==> run_1/m1.png <==
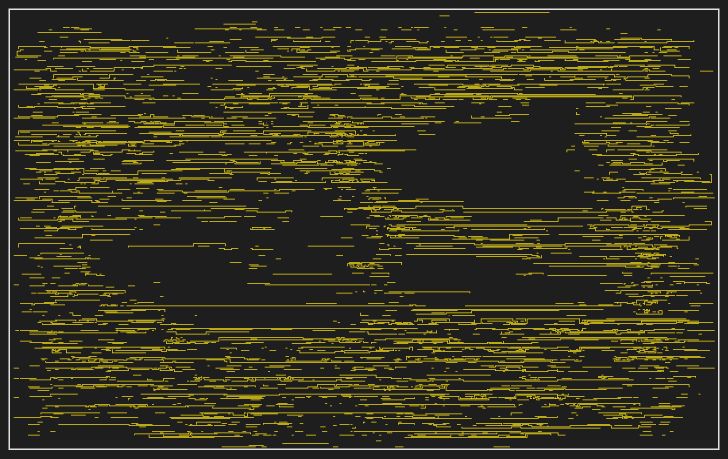
==> run_1/route_heat.png <==
The bar under the picture is 50 um long. The die is cut into 20 by 13 equal tiles; dark blue is low, red is high, scaled to the fullest tile. Values are wire area over tile area, all layers added.
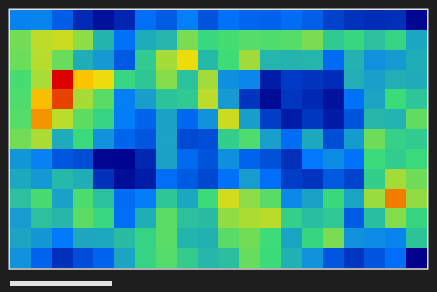
==> run_1/m3.png <==
The bar under the picture is 50 um long.
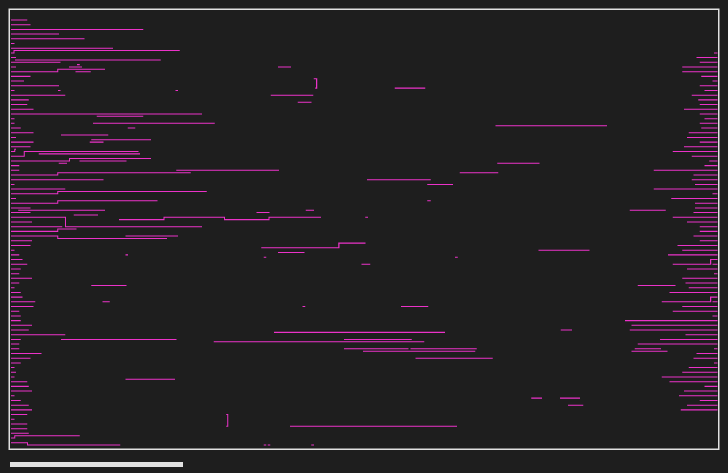
==> config.mk <==
export PLATFORM = sky130hd
export DESIGN_NAME = dmem_arbiter
export DESIGN_NICKNAME = d
export VERILOG_FILES = /design/src/rtl/dmem_arb_pkg.sv /design/src/rtl/dmem_rr_arbiter.sv /design/src/rtl/dmem_arbiter.sv
export SDC_FILE = /design/constraint.sdc
export NUM_CORES = 1
export LEC_CHECK = 0
export CAP_MARGIN = 20
export CORE_AREA = 2 2 203 125
export DETAILED_ROUTE_END_ITERATION = 8
export DIE_AREA = 0 0 205 127
export PLACE_DENSITY = 0.87
export SLEW_MARGIN = 20
export SYNTH_ARGS = -nofsm -noshare
export SYNTH_HDL_FRONTEND = slang
export SYNTH_SLANG_ARGS = --single-unit
==> constraint.sdc <==
create_clock -name clk -period 3.4 [get_ports clk]
set_input_delay 0.51 -clock clk [delete_from_list [all_inputs] [get_ports clk]]
set_output_delay 0.51 -clock clk [all_outputs]
set_load 0.005 [all_outputs]
==> job_summary.md, run 1 <==
## PnR job results

| Metric | Value |
|---|---|
| Run status | `finished, final reports clean` |
| Crit path largest cell delay | `between 0.5 and 0.6 ns` |
| Placeable core area | `approximately 24000 sq um` |
| Clock transition at the register clock pins on the worst setup and hold paths after CTS | `0.06 ns` |
| Routed wire length on met3 | `approximately 2500 um` |
| Aggregate global routing overflow | `0` |
| Via density per instance | `approximately 5.2` |
| Post-route worst setup slack | `~0.066 ns` |
| FF/Latch Area | `5330 sq um` |
| Maximum vdd ir drop | `about 0.00048 V` |
| Cell-by-cell trace of the critical path | `buf_6, ha_1, a211oi_4, nor2_2, a31o_2, a21oi_1, clkdlybuf4s50_1` |
| Synthesis-stage register bit count | `213` |
| Slowest cell on the critical path | `sky130_fd_sc_hd__clkdlybuf4s50_1` |
| Post-route clock skew | `0.0209 ns` |
| Total power after layout | `13.3 mW` |
| CTS H-tree lvls | `1` |
| Number of pins with negative max-slew slack in the final report | `0` |
| Arrival time at the worst endpoint | `approximately 2.8 ns` |
| Worst hold path class | `in -> async` |
| Transition time at the pin with the least slew margin | `about 0.85 ns` |
| Worst slew slack as a fraction of its limit | `between 40% and 50%` |
| Final worst path period need | `around 3.3 ns` |
| Hold Violations, Final | `0` |
| Worst-case setup slack after placement | `about 0.19 ns` |
| Remaining number of nets flagged by the antenna check after routing | `0` |
| R2R setup slack | `0.22 ns` |
| Detailed Routing Iterations Pass 1 | `5` |
| Area post-placement | `between 10000 and 15000 sq um` |
| Clock insertion delay at the later pin of the skew report | `about 0.5 ns` |
| Comb gate area | `approximately 4500 sq um` |
| Count of max-cap constraint violations | `0` |
| FA/HA/MAJ Cells, Area Fraction | `between 1 and 1.5%` |
| Number of enable-type register cells in the synthesized netlist | `0` |
| Largest net degree at the start of global routing | `~110` |
| Critical path buffers and inverters | `2` |
| Final period utilization | `a little over nine tenths` |
| Distinct cells, synth | `approximately 50` |
| CTS tree | `yes` |
| Critical path peak fanout | `19` |
| CP endpoint kind | `output port` |
| # DRC | `0` |
| Non-filler cells in the finished layout | `1473` |
| Main combinational cell family by area after synthesis | `multiplexers` |
| Met2 WL | `around 13000 um` |
| OpenROAD warning count | `32` |
| Vias in the first global route | `8106` |
| Kind of start point of the critical path | `flop` |
| NumNets Final | `between 1000 and 1500` |
| Routing usage on met2 | `between 30% and 40%` |
| Top sig layer | `met4` |
Back to the opening pictures, m1.png:
1132 nets have wire on it. The layer holds 46% of the routed length. The wires run mostly horizontal.
global routing usage on met1: 32.6%
Routed WL: 30100 um

Back to the opening pictures, route_heat.png:
The fullest tile reaches 0.51. The mean over all tiles is 0.19. 24% of the tiles are over half the peak. 1.5% of the tiles are nearly empty.
Total GRT Usage: 23.2%
count of vias placed by the detailed router: 7689
post-DR wirelength/cell: 20.5 um

Back to the opening pictures, m3.png:
The wires run mostly horizontal. The layer carries 2520 um of wire. 203 nets have wire on it. The layer holds 8.4% of the routed length. The longest straight run is 60.7 um.
met3 demand-to-capacity share in global routing: 6.25%

[run 1: synth_stat cells (all sizes together) (2+ instances only)]
| library cell | count | share of area, % |
|---|---|---|
| nor2 | 20 | 0.75 |
| a211oi | 2 | 0.15 |
| or2 | 3 | 0.19 |
| nor2b | 9 | 0.56 |
| inv | 9 | 0.34 |
| and2 | 12 | 0.75 |
| and3 | 18 | 1.1 |
| mux2i | 86 | 8.6 |
| nand4 | 8 | 0.50 |
| nand2b | 4 | 0.25 |
| mux4 | 16 | 3.6 |
| a21oi | 4 | 0.20 |
| nor4 | 4 | 0.85 |
| ha | 10 | 1.3 |
| nand2 | 96 | 3.6 |
| mux2 | 128 | 14 |
| buf | 16 | 0.76 |
| clkbuf | 34 | 1.3 |
| nor3 | 6 | 0.46 |
| xor2 | 3 | 0.26 |
| nor4b | 2 | 0.48 |
| dfrtp | 212 | 53 |
| nand3 | 6 | 0.30 |
| o21ai | 87 | 4.4 |
| xnor2 | 3 | 0.26 |
[run 1: layout make-up]
class / instances / share of cell area, %
clock buffer: 33 / 4.65
inverter: 9 / 0.234
sequential: 213 / 36.9
antenna: 1 / 0.0173
timing repair buffer: 346 / 24.0
clock inverter: 7 / 0.458
tap: 322 / 2.78
multi-input combinational: 542 / 31.0
[run 1: kinds of logic (layout without fill, tap and decap cells)]
group | count (synthesis) | after routing
AOI/OAI and AO/OA | 103 | 103
DFF | 213 | 213
xor gates and xnor gates | 6 | 6
muxes | 230 | 230
and+or+nand+nor | 192 | 192
adders and majority gates | 11 | 11
buffers and inverters | 59 | 395
other | 0 | 1
[run 1: power breakdown]
part / leakage, nW / switching [mW] / internal, mW
clock: 0.366 / 1.00 / 1.45
combinational: 3.51 / 2.92 / 3.47
sequential: 2.67 / 0.756 / 3.70
total: 6.55 / 4.68 / 8.62
==> run_1/clock_nets.png <==
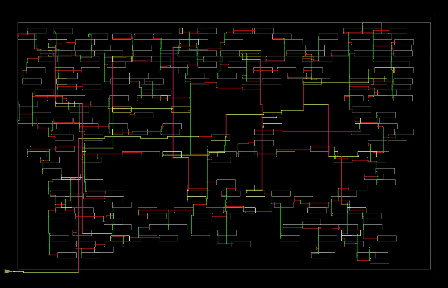

==> run 2, diff against run 1 <==
--- a/config.mk
+++ b/config.mk
@@ -5,11 +5,12 @@
 export SDC_FILE = /design/constraint.sdc
 export NUM_CORES = 1
 export LEC_CHECK = 0
-export CAP_MARGIN = 20
+export CAP_MARGIN = 15
 export CORE_AREA = 2 2 203 125
 export DETAILED_ROUTE_END_ITERATION = 8
 export DIE_AREA = 0 0 205 127
 export PLACE_DENSITY = 0.87
+export REMOVE_ABC_BUFFERS = 1
 export SLEW_MARGIN = 20
 export SYNTH_ARGS = -nofsm -noshare
 export SYNTH_HDL_FRONTEND = slang
==> run_2/clock_nets.png <==
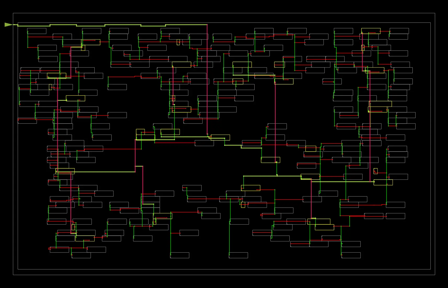
post-route clock skew: 0.00940 ns
CTS buffer count: 21

==> job_summary.md, run 2 <==
## PnR job results

| Metric | Value |
|---|---|
| Critical path peak fanout | `19 (unchanged)` |
| Detailed Routing Iterations Pass 1 | `5 (unchanged)` |
| FF/Latch Area | `5330 sq um (unchanged)` |
| Via density per instance | `5.16 (-1.2%)` |
| CP endpoint kind | `output port` |
| Diodes inserted | `0 (-1)` |
| # DRC | `0 (unchanged)` |
| Transition time at the pin with the least slew margin | `0.829 ns (-0.0195 ns)` |
| R2R setup slack | `0.24 ns (+0.02 ns)` |
| NumNets Final | `1311 (-0.15%)` |
| Clock transition at the register clock pins on the worst setup and hold paths after CTS | `0.07 ns (about the same)` |
| Non-filler cells in the finished layout | `1467 (-0.41%)` |
| Run status | `finished, violations left` |
| OpenROAD warning count | `31 (-3.1%)` |
| Distinct cells, synth | `50 (unchanged)` |
| FA/HA/MAJ Cells, Area Fraction | `1.45% (unchanged)` |
| Worst hold slack after final layout | `-0.00977 ns` |
| Synthesis-stage register bit count | `213 (unchanged)` |
| Worst hold path class | `in -> async` |
| Crit path largest cell delay | `0.55 ns (about the same)` |
| Placeable core area | `24000 sq um (unchanged)` |
| Commonest cells in the synthesized netlist | `sky130_fd_sc_hd__dfrtp_1 (212), sky130_fd_sc_hd__mux2_2 (126), sky130_fd_sc_hd__nand2_1 (96)` |
| Number of enable-type register cells in the synthesized netlist | `0 (unchanged)` |
| Post-route worst setup slack | `0.0501 ns (-0.0164 ns)` |
| Critical path buffers and inverters | `2 (unchanged)` |
| Worst slew slack as a fraction of its limit | `44.7% (+1.5 points)` |
| Proportion of netlist area held by the largest area contributor | `53.0% (unchanged)` |
| CTS tree | `yes` |
| Clock insertion delay at the later pin of the skew report | `0.49 ns (-0.02 ns)` |
| Failing checks | `negative hold slack` |
| Vias in the first global route | `7860 (-3.0%)` |
| Hold Violations, Final | `6 (+6)` |
| Largest net degree at the start of global routing | `137 (+26%)` |
| Routed wire length on met3 | `2040 um (-19%)` |
| Most area-consuming cells after synthesis | `sky130_fd_sc_hd__dfrtp_1 (53%), sky130_fd_sc_hd__mux2_2 (14%), sky130_fd_sc_hd__mux2i_1 (8.6%), sky130_fd_sc_hd__o21ai_0 (4.3%), sky130_fd_sc_hd__mux4_2 (3.6%)` |
| Count leader, synth | `sky130_fd_sc_hd__dfrtp_1` |
| Count of max-cap constraint violations | `0 (unchanged)` |
| Maximum vdd ir drop | `0.000564 V (+17%)` |
| Final worst path period need | `3.35 ns (+0.0164 ns)` |
| Kind of start point of the critical path | `flop` |
| Aggregate global routing overflow | `0 (unchanged)` |
| Top sig layer | `met4` |
| Top cell type by total area after synthesis | `sky130_fd_sc_hd__dfrtp_1` |
==> run_2/route_heat.png <==
The bar under the picture is 50 um long. The die is cut into 20 by 13 equal tiles; dark blue is low, red is high, scaled to the fullest tile. Values are wire area over tile area, all layers added.
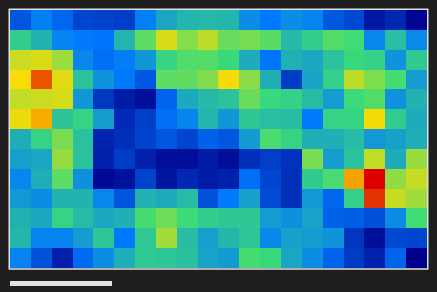
1.2% of the tiles are nearly empty. The fullest tile reaches 0.47. 20% of the tiles are over half the peak.
Routed WL: 27900 um
post-DR wirelength/cell: 19.0 um
count of vias placed by the detailed router: 7565
Total GRT Usage: 21.5%

-- run 2: logic make-up (layout without fill, tap and decap cells) --
group | count (synthesis) | count (layout)
buffers and inverters | 59 | 390
xor gates and xnor gates | 6 | 6
adders and majority gates | 11 | 11
and+or+nand+nor | 192 | 192
muxes | 230 | 230
AOI/OAI and AO/OA | 103 | 103
DFF | 213 | 213
-- run 2: metrics by stage --
step                area (sq um)  util (%)
global route               14400      59.9
global placement           13700      56.9
finish                     14400      59.9
floorplan                   9800         -
CTS                        14400      59.8
detailed placement         13700      56.9
-- run 2: layout make-up --
cell class	count	share of cell area, %
Clock buffer	30	4.10
Clock inverter	6	0.601
Inverter	9	0.235
Multi-Input combinational cell	542	31.2
Sequential cell	213	37.1
Tap cell	322	2.80
Timing Repair Buffer	345	24.0
-- run 2: repair_timing --
action	4_1_cts	5_1_grt
resized	7	1
pin swaps	1	3
hold endpoints to repair	0	0
buffers inserted	2	2
setup endpoints to repair	5	13
cloned	0	0
hold buffers	0	0
-- run 2: where the power goes --
group          internal (mW)  switching, mW
Sequential              3.70          0.703
Clock                   1.36          0.961
Combinational           3.43           2.77
Total                   8.49           4.43
-- run 2: metal layers --
metal  global-route usage (%)  vias up
met5                        0        -
met4                     4.23        0
met3                     4.57       36
met2                     35.7      263
li1                         -     3532
met1                     29.6     3734
Power figures rest on the tool's default switching activity, not on a simulated workload.
